`config.mk`:
```
export PLATFORM = sky130hd
export DESIGN_NAME = corevx_tlb_ctrl
export DESIGN_NICKNAME = d
export VERILOG_FILES = /design/src/rtl/corevx_tlb_ctrl.sv
export SDC_FILE = /design/constraint.sdc
export NUM_CORES = 1
export LEC_CHECK = 0
export ABC_AREA = 1
export CAP_MARGIN = 0
export CORE_AREA = 2 2 114 116
export CTS_CLUSTER_SIZE = 30
export DETAILED_ROUTE_END_ITERATION = 8
export DIE_AREA = 0 0 116 118
export MAX_ROUTING_LAYER = met4
export PLACE_DENSITY = 0.61
export RECOVER_POWER = 50
export SLEW_MARGIN = 20
export SYNTH_ARGS = -nofsm -noshare
export SYNTH_HDL_FRONTEND = slang
export SYNTH_SLANG_ARGS = --single-unit
```
`constraint.sdc`:
```
create_clock -name clk -period 1.3 [get_ports clk]
set_input_delay 0.325 -clock clk [delete_from_list [all_inputs] [get_ports clk]]
set_output_delay 0.325 -clock clk [all_outputs]
set_load 0.01 [all_outputs]
```
`src/rtl/corevx_tlb_ctrl.sv`:
```
// rtl/corevx_tlb_ctrl.sv - TLB sequencing, victim selection, hit merge and invalidate sweep (option: COREVX_TLB_CTRL_MULTIHIT_CHECK_EN)
module corevx_tlb_ctrl #(
    parameter int ENTRIES_W = 4,
    parameter int WAYS_W    = 2
) (
    input  logic                        clk,
    input  logic                        rst_n,
    input  logic                        req_valid,
    output logic                        req_ready,
    input  logic [1:0]                  req_cmd,
    input  logic [19:0]                 req_vaddr,
    input  logic [7:0]                  req_accesstag,
    input  logic [21:0]                 req_phys,
    output logic                        resp_valid,
    output logic                        resp_hit,
    output logic [7:0]                  resp_accesstag,
    output logic [21:0]                 resp_phys,
    output logic                        flush_done,
    output logic                        err_multihit,
    output logic [2*(2**WAYS_W)-1:0]    way_command,
    output logic [19:0]                 way_vaddr,
    output logic [19:0]                 way_vaddr_w,
    output logic [7:0]                  way_accesstag_w,
    output logic [21:0]                 way_phys_w,
    output logic [ENTRIES_W-1:0]        way_invalidate_set_index,
    input  logic [(2**WAYS_W)-1:0]      way_hit,
    input  logic [8*(2**WAYS_W)-1:0]    way_accesstag_r,
    input  logic [22*(2**WAYS_W)-1:0]   way_phys_r
);
    localparam int WAYS    = 2**WAYS_W;
    localparam int ENTRIES = 2**ENTRIES_W;

    typedef enum logic {FLUSH = 1'b0, IDLE = 1'b1} state_t;

    state_t                 state;
    state_t                 next_state;
    logic [ENTRIES_W-1:0]   flush_idx;
    logic [WAYS_W-1:0]      victim;
    logic                   accept;
    logic                   last_idx;
    logic                   any_hit;
    logic [7:0]             hit_tag;
    logic [21:0]            hit_phys;

    assign accept   = req_valid && req_ready && (req_cmd != 2'd0);
    assign last_idx = (flush_idx == ENTRIES_W'(ENTRIES - 1));

    always_ff @(posedge clk or negedge rst_n) begin
        if (!rst_n) state <= FLUSH;
        else        state <= next_state;
    end

    always_comb begin
        next_state = state;
        case (state)
            FLUSH:   if (last_idx) next_state = IDLE;
            IDLE:    if (accept && req_cmd == 2'd3) next_state = FLUSH;
            default: next_state = FLUSH;
        endcase
    end

    always_comb begin
        req_ready   = (state == IDLE);
        way_command = '0;
        if (state == FLUSH) begin
            for (int i = 0; i < WAYS; i++) way_command[2*i +: 2] = 2'd3;
        end else if (accept) begin
            for (int i = 0; i < WAYS; i++) begin
                if (req_cmd == 2'd1) way_command[2*i +: 2] = 2'd1;
                else if (req_cmd == 2'd2 && victim == WAYS_W'(i)) way_command[2*i +: 2] = 2'd2;
            end
        end
    end

    // flush_idx wraps back to 0 on its own after the last index
    always_ff @(posedge clk or negedge rst_n) begin
        if (!rst_n) begin
            flush_idx  <= '0;
            victim     <= '0;
            resp_valid <= 1'b0;
            flush_done <= 1'b0;
        end else begin
            if (state == FLUSH)                    flush_idx <= flush_idx + 1'b1;
            else if (accept && req_cmd == 2'd3)    flush_idx <= '0;
            if (accept && req_cmd == 2'd2)         victim <= victim + 1'b1;
            resp_valid <= accept && (req_cmd == 2'd1);
            flush_done <= (state == FLUSH) && last_idx;
        end
    end

    assign way_vaddr                = req_vaddr;
    assign way_vaddr_w              = req_vaddr;
    assign way_accesstag_w          = req_accesstag;
    assign way_phys_w               = req_phys;
    assign way_invalidate_set_index = flush_idx;

    // Descending scan so the lowest-indexed hitting way wins
    always_comb begin
        hit_tag  = '0;
        hit_phys = '0;
        for (int i = WAYS - 1; i >= 0; i--) begin
            if (way_hit[i]) begin
                hit_tag  = way_accesstag_r[8*i +: 8];
                hit_phys = way_phys_r[22*i +: 22];
            end
        end
    end

    assign any_hit = |way_hit;

`ifdef COREVX_TLB_CTRL_MULTIHIT_CHECK_EN
    logic multi;
    assign multi          = (way_hit & (way_hit - 1'b1)) != '0;
    assign resp_hit       = any_hit && !multi;
    assign resp_accesstag = multi ? 8'd0 : hit_tag;
    assign resp_phys      = multi ? 22'd0 : hit_phys;

    always_ff @(posedge clk or negedge rst_n) begin
        if (!rst_n)                  err_multihit <= 1'b0;
        else if (resp_valid && multi) err_multihit <= 1'b1;
    end
`else
    assign resp_hit       = any_hit;
    assign resp_accesstag = hit_tag;
    assign resp_phys      = hit_phys;
    assign err_multihit   = 1'b0;
`endif

endmodule

```
==> qor.txt, run 1 <==
Finished Cell Area = 4240 µm²
min setup slack post-route = -0.172 ns
Clock Power = 0.000538 W
Placement Cell Area = 3730 µm²
violated checks = setup timing
vias in the first global route = 2,993
# port buffers = 174
Final Power = 0.00316 W
Leak = 2.10 nW
Max power group = combinational cells
setup violators final = 38
Top non-seq family = simple AND/OR/NAND/NOR gates
status = complete, but fails checks
hold slack = 0.384 ns
antenna viol nets, final = 0
pin count of the biggest net entering global routing = 21
HPWL after DPL = 7410 µm
Max Clock Skew = 0.00384 ns
design internal power = 0.00194 W
Final Max Tran Viols = 0
seq pwr = 0.000474 W
-- run 1: layout by cell type (no fill, tap or decap) --
master,n
nand3_1,19
nand3_2,17
inv_1,3
o21ai_0,1
o31ai_1,1
clkdlybuf4s15_1,1
ha_1,4
clkbuf_16,5
o21ai_4,1
nand2_2,10
a21oi_2,22
clkinv_8,1
nand3_4,4
inv_2,4
nor2_1,54
nand4_1,1
buf_16,6
nor2_2,6
nand2_1,130
nor2_4,3
clkbuf_1,1
dlygate4sd2_1,94
buf_4,18
clkdlybuf4s15_2,1
dlymetal6s2s_1,1
conb_1,1
nand2_4,1
buf_8,2
inv_12,1
buf_12,11
buf_6,16
nor3_1,2
buf_2,38
clkdlybuf4s50_1,31
a21oi_1,10
dfrtp_1,9
ha_2,1
-- run 1: Yosys cell counts --
cell / instances
nor2_1: 62
inv_1: 7
nand4_1: 1
conb_1: 1
nor3_1: 2
ha_1: 5
clkbuf_1: 1
dfrtp_1: 9
buf_2: 22
o21ai_0: 2
o31ai_1: 1
buf_4: 74
a21oi_1: 32
nand2_1: 141
nand3_1: 40
inv_2: 2
nor2_2: 1
-- run 1: state kept, by name, summed over array words and instances, names as in the netlist --
| register | count |
|---|---|
| way_invalidate_set_index | 4 |
| victim | 2 |
| flush_done | 1 |
| req_ready | 1 |
| resp_valid | 1 |
-- run 1: cell type report --
cell class	count	area (µm²)
Sequential cell	9	225
Multi-Input combinational cell	288	1530
Fill cell	1392	8170
Tap cell	172	215
Clock buffer	4	78.8
Timing Repair Buffer	221	2140
Inverter	9	58.8
-- run 1: metal layers --
metal / wire [µm] / up-vias / track usage (%)
met3: 948 / 32 / 4.38
met5: 0 / - / -
met1: 4200 / 1329 / 15.8
met4: 255 / 0 / 3.94
li1: - / 1446 / -
met2: 5200 / 201 / 24.8
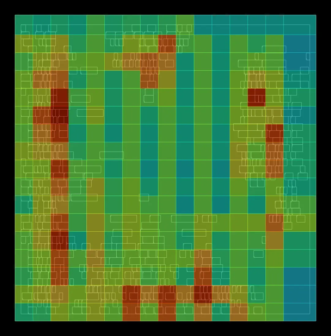
(run_1/congestion_map.png)
grt met3 use: 4.38%
gr usage total: 14.3%
met2 usage: 24.8%
Core Util, Final: 34.2%

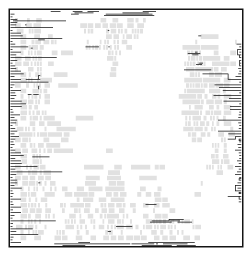
(run_1/m3.png)
Drawn at 2 px/µm. Cells faint in the background.
main direction	horizontal
share of all routed wire	8.9%
wire length on this layer	949 µm

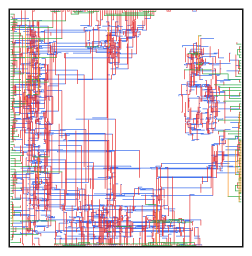
(run_1/layers.png)
Drawn at 2 px/µm.
color	layer	wire length
green	M3	949 µm
orange	M4	255 µm
blue	M1	4,200 µm
red	M2	5,200 µm

--- run 2 (diff from run 1) ---
--- a/config.mk
+++ b/config.mk
@@ -13,7 +13,6 @@
 export DIE_AREA = 0 0 116 118
 export MAX_ROUTING_LAYER = met4
 export PLACE_DENSITY = 0.61
-export RECOVER_POWER = 50
 export SLEW_MARGIN = 20
 export SYNTH_ARGS = -nofsm -noshare
 export SYNTH_HDL_FRONTEND = slang
==> run 2 against run 1 <==
Net effect:
- the run still ends with setup timing left
- total power did not move
- critical endpoint unchanged
- die area did not move
- synthesized area did not move
- clock skew did not move
- clock-buffer cell count did not move
- register-to-register slack barely moved
- flip-flop count did not move
- maximum frequency did not move
- first-iteration DRC count did not move
- worst hold slack did not move
- non-clock buffer count did not move
- sequential share of layout area did not move
==> qor.txt, run 2 <==
number of flip-flops in the largest register = 4 (unchanged)
clk root buf = clkbuf_16 (unchanged)
top_reg_cell synth = dfrtp_1 (unchanged)
Max Clock Skew = 0.00384 ns (unchanged)
Max stage delay on crit path = 0.16 ns (about the same)
clk buf depth = 2 (unchanged)
ys async rst share = 100% (unchanged)
Leak = 2.10 nW (unchanged)
path length in cells of the critical path = 9 (unchanged)
Final Max Tran Viols = 0 (unchanged)
Inserted Clock Buffers = 3 (unchanged)
# fillers = 1,392 (unchanged)
Core Util, Final = 34.2% (unchanged)
Yosys top cell by area = buf_4 (unchanged)
antenna viol nets, final = 0 (unchanged)
violated checks = setup timing (unchanged)
count of library flops with an enable pin = 0 (unchanged)
most numerous logic cell after layout = nand2_1 (unchanged)
logic area = 1530 µm² (unchanged)
status = complete, but fails checks (unchanged)
ratio of cells with drive above 1 in the final layout = 31.6% (unchanged)
pin count of the biggest net entering global routing = 21 (unchanged)
area share, top type = 25.8% (unchanged)
top cells by count, synth = 141 x nand2_1, 74 x buf_4, 62 x nor2_1, 40 x nand3_1, 32 x a21oi_1 (unchanged)
setup violators final = 38 (unchanged)
post-synthesis cell count from yosys = 403 (unchanged)
nets = 716 (unchanged)
crit path DRT = 0.98 ns (about the same)
register-to-register setup slack = 0.22 ns (about the same)
Remaining Overflow, GRT = 0 (unchanged)
die area = 13,700 µm² (unchanged)
FP Core Util = 17.4% (unchanged)
Worst setup EP type = primary output (unchanged)
min setup slack post-route = -0.172 ns (unchanged)
Top Layout Cells = 130 x nand2_1, 94 x dlygate4sd2_1, 54 x nor2_1 (unchanged)
vias in the first global route = 2,993 (unchanged)
Sink Count = 9 (unchanged)
Yosys top cell by instances = nand2_1 (unchanged)
final worst-path cycle share = 113% (unchanged)
HPWL after DPL = 7410 µm (unchanged)
Final Power = 0.00316 W (unchanged)
gr usage total = 14.3% (unchanged)
# port buffers = 174 (unchanged)
CP Launch Type = input port (unchanged)
FF/Latch Area = 225 µm² (unchanged)
Die Y-Extent = 118 µm (unchanged)
Yosys Warn Count = 0 (unchanged)
## run 2: worst max-delay path by stage
stage / start / to / slack (ns)
CTS: victim[0] / way_command[5] / -0.18
global route: way_hit[1] / resp_phys[9] / -0.23
global placement: way_hit[2] / resp_phys[20] / -0.99
finish: way_hit[2] / resp_phys[3] / -0.17
floorplan: req_ready / way_command[2] / 0.004
detailed placement: way_hit[2] / resp_phys[20] / -0.99
## run 2: kinds of logic (layout without fill, tap and decap cells)
family / Yosys count / count (layout) / share of synthesized area, %
other cells: 1 / 1 / 0.174
compound gates: 35 / 35 / 8.24
simple gates: 247 / 247 / 45.6
buf+inv: 106 / 234 / 32.6
fa+ha+maj: 5 / 5 / 2.90
flops: 9 / 9 / 10.4
## run 2: layout make-up
| type | count | share of cell area (%) |
|---|---|---|
| timing repair buffer | 221 | 50.4 |
| tap | 172 | 5.07 |
| sequential | 9 | 5.31 |
| multi-input combinational | 288 | 36.0 |
| clock buffer | 4 | 1.86 |
| inverter | 9 | 1.39 |
## run 2: routing by layer
metal	global-route usage [%]	routed length [µm]	up-vias
met3	4.38	948	32
met5	-	0	-
li1	-	-	1446
met4	3.94	255	0
met1	15.8	4200	1329
met2	24.8	5200	201
## run 2: where the power goes
part           switching, W  internal (W)  leakage (nW)
Combinational       0.00101       0.00114          1.95
Sequential        0.0000779      0.000396         0.113
Clock              0.000129      0.000409        0.0382
## run 2: through the flow
stage	area [µm²]	TNS, ns	setup slack [ns]	hold slack [ns]
2_1_floorplan	2160	0	0.00419	0.0294
3_3_place_gp	3730	-35.76	-0.985	0.516
3_5_place_dp	3730	-36.44	-0.991	0.520
4_1_cts	4040	-5.07	-0.178	0.388
5_1_grt	4240	-6.59	-0.231	0.406
6_report	4240	-4.75	-0.172	0.384
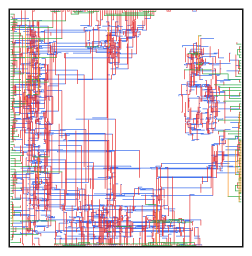
(run_2/layers.png)
Drawn at 2 px/µm.
color	layer	wire length
blue	M1	4,200 µm
red	M2	5,200 µm
orange	M4	255 µm
green	M3	949 µm
wire per inst: 15.1 µm
Vias: 3,008

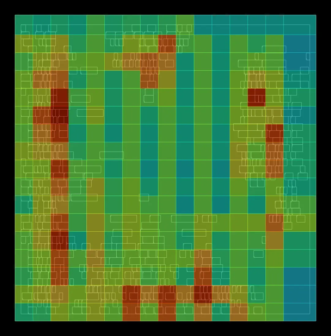
(run_2/congestion_map.png)
M1 GR Usage: 15.8%
GRT Max-Usage Layer: met2

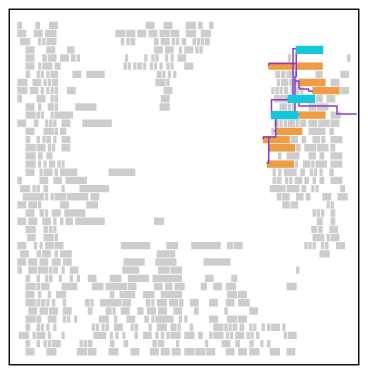
(run_2/clock_wires.png)
Drawn at 3 px/µm.
[cyan] clock-net drivers | count: 3
[purple] clock wires | length: 139 µm
[orange] flip-flops | count: 9
routed clock nets	4

--- run 3 (diff from run 2) ---
--- a/config.mk
+++ b/config.mk
@@ -8,6 +8,7 @@
 export ABC_AREA = 1
 export CAP_MARGIN = 0
 export CORE_AREA = 2 2 114 116
+export CTS_CLUSTER_DIAMETER = 50
 export CTS_CLUSTER_SIZE = 30
 export DETAILED_ROUTE_END_ITERATION = 8
 export DIE_AREA = 0 0 116 118
==> run 3 against run 2 <==
Net effect:
- the flow still finishes with violations (setup timing)
- non-clock buffer count stayed put
- design area stayed put
- core utilization stayed put
- clock power hardly changed
- worst hold slack stayed put
- via count stayed put
- first-iteration DRC count stayed put
- combinational power hardly changed
- final cell count stayed put
- critical path type unchanged
==> qor.txt, run 3 <==
Vias = 3,008 (unchanged)
# port buffers = 174 (unchanged)
Yosys top cell by instances = nand2_1 (unchanged)
crit path DRT = 0.98 ns (about the same)
Comb pwr share = 68.0% (about the same)
Clock Power Share = 17.0% (about the same)
hold slack = 0.384 ns (unchanged)
Sink Count = 9 (unchanged)
gr usage total = 14.3% (unchanged)
number of flip-flops in the largest register = 4 (unchanged)
sequential share of power = 15.0% (about the same)
setup violators final = 38 (unchanged)
wire per inst = 15.1 µm (unchanged)
HPWL after DPL = 7410 µm (unchanged)
GRT Max-Usage Layer = met2 (unchanged)
Post-Synth AOI/OAI Area = 8.24% (unchanged)
min setup slack post-route = -0.172 ns (unchanged)
pin count of the biggest net entering global routing = 21 (unchanged)
Top non-seq family = simple AND/OR/NAND/NOR gates (unchanged)
final worst-path cycle share = 113% (unchanged)
vias in the first global route = 2,993 (unchanged)
status = complete, but fails checks (unchanged)
violated checks = setup timing (unchanged)
Simple-Gate Fraction of Synth Area = 45.6% (unchanged)
xor/xnor share of the synthesized area = 0% (unchanged)
design internal power = 0.00194 W (unchanged)
top_reg_cell synth = dfrtp_1 (unchanged)
Max stage delay on crit path = 0.16 ns (about the same)
run 3: area by class of cell:
type                            instances  area, µm²
Fill cell                            1392       8170
Tap cell                              172        215
Sequential cell                         9        225
Multi-Input combinational cell        288       1530
Clock buffer                            4       78.8
Timing Repair Buffer                  221       2140
Inverter                                9       58.8
run 3: path summary, 6_finish.rpt:
path | from | end | slack (ns)
hold reg to reg | victim[1] | victim[1] | 0.54
setup / recovery | way_hit[2] | resp_phys[3] | -0.17
min in group clk | req_cmd[1] | resp_valid | 0.40
max in group asynchronous | rst_n | way_invalidate_set_index[0] | 0.64
hold / removal | rst_n | resp_valid | 0.38
setup reg to reg | way_invalidate_set_index[0] | way_invalidate_set_index[2] | 0.22
run 3: metrics by stage:
stage	setup slack, ns	utilization (%)	total power, W	setup TNS (ns)	cell area [µm²]
2_1_floorplan	0.00419	-	0.00152	0	2160
3_3_place_gp	-0.985	30.1	0.00247	-35.76	3730
3_5_place_dp	-0.991	30.1	0.00251	-36.44	3730
4_1_cts	-0.178	32.6	0.00307	-5.07	4040
5_1_grt	-0.231	34.2	0.00342	-6.59	4240
6_report	-0.172	34.2	0.00316	-4.75	4240
run 3: routing by layer:
layer,vias to the layer above,wire length (µm),part of all wire [%]
met3,32,948,8.9
met1,1329,4200,40
met4,0,255,2.4
met2,201,5200,49
li1,1446,-,-
met5,-,0,0
run 3: power by group through the flow:
| stage | registers [W] | logic (W) | clock network [W] |
|---|---|---|---|
| 6_report | 0.000474 | 0.00215 | 0.000538 |
| 5_1_grt | 0.000487 | 0.00237 | 0.000562 |
| 4_1_cts | 0.000476 | 0.00206 | 0.000542 |
| 3_5_place_dp | 0.000478 | 0.00203 | 0 |
| 3_3_place_gp | 0.000475 | 0.00199 | 0 |
| 2_1_floorplan | 0.000545 | 0.000976 | 0 |
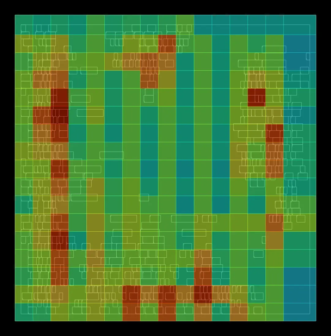
(run_3/congestion_map.png)

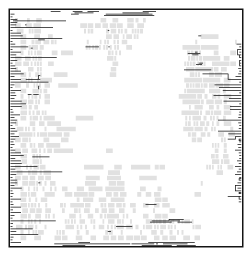
(run_3/m3.png)
Drawn at 2 px/µm. Cells faint in the background.
share of all routed wire	8.9%
main direction	horizontal
nets with wire on the layer	161
longest straight run	37.7 µm
wire length on this layer	949 µm
final wirelength: 10,600 µm

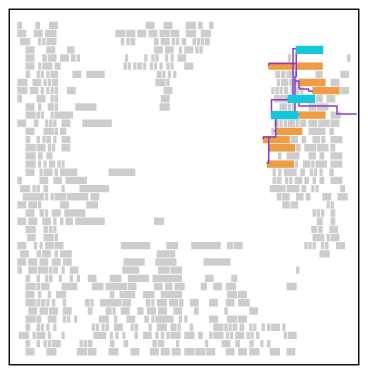
(run_3/clock_wires.png)
Drawn at 3 px/µm.
[purple] clock wires | length: 139 µm
[orange] flip-flops | count: 9
[cyan] clock-net drivers | count: 3
routed clock nets	4

Power figures rest on the tool's default switching activity, not on a simulated workload.
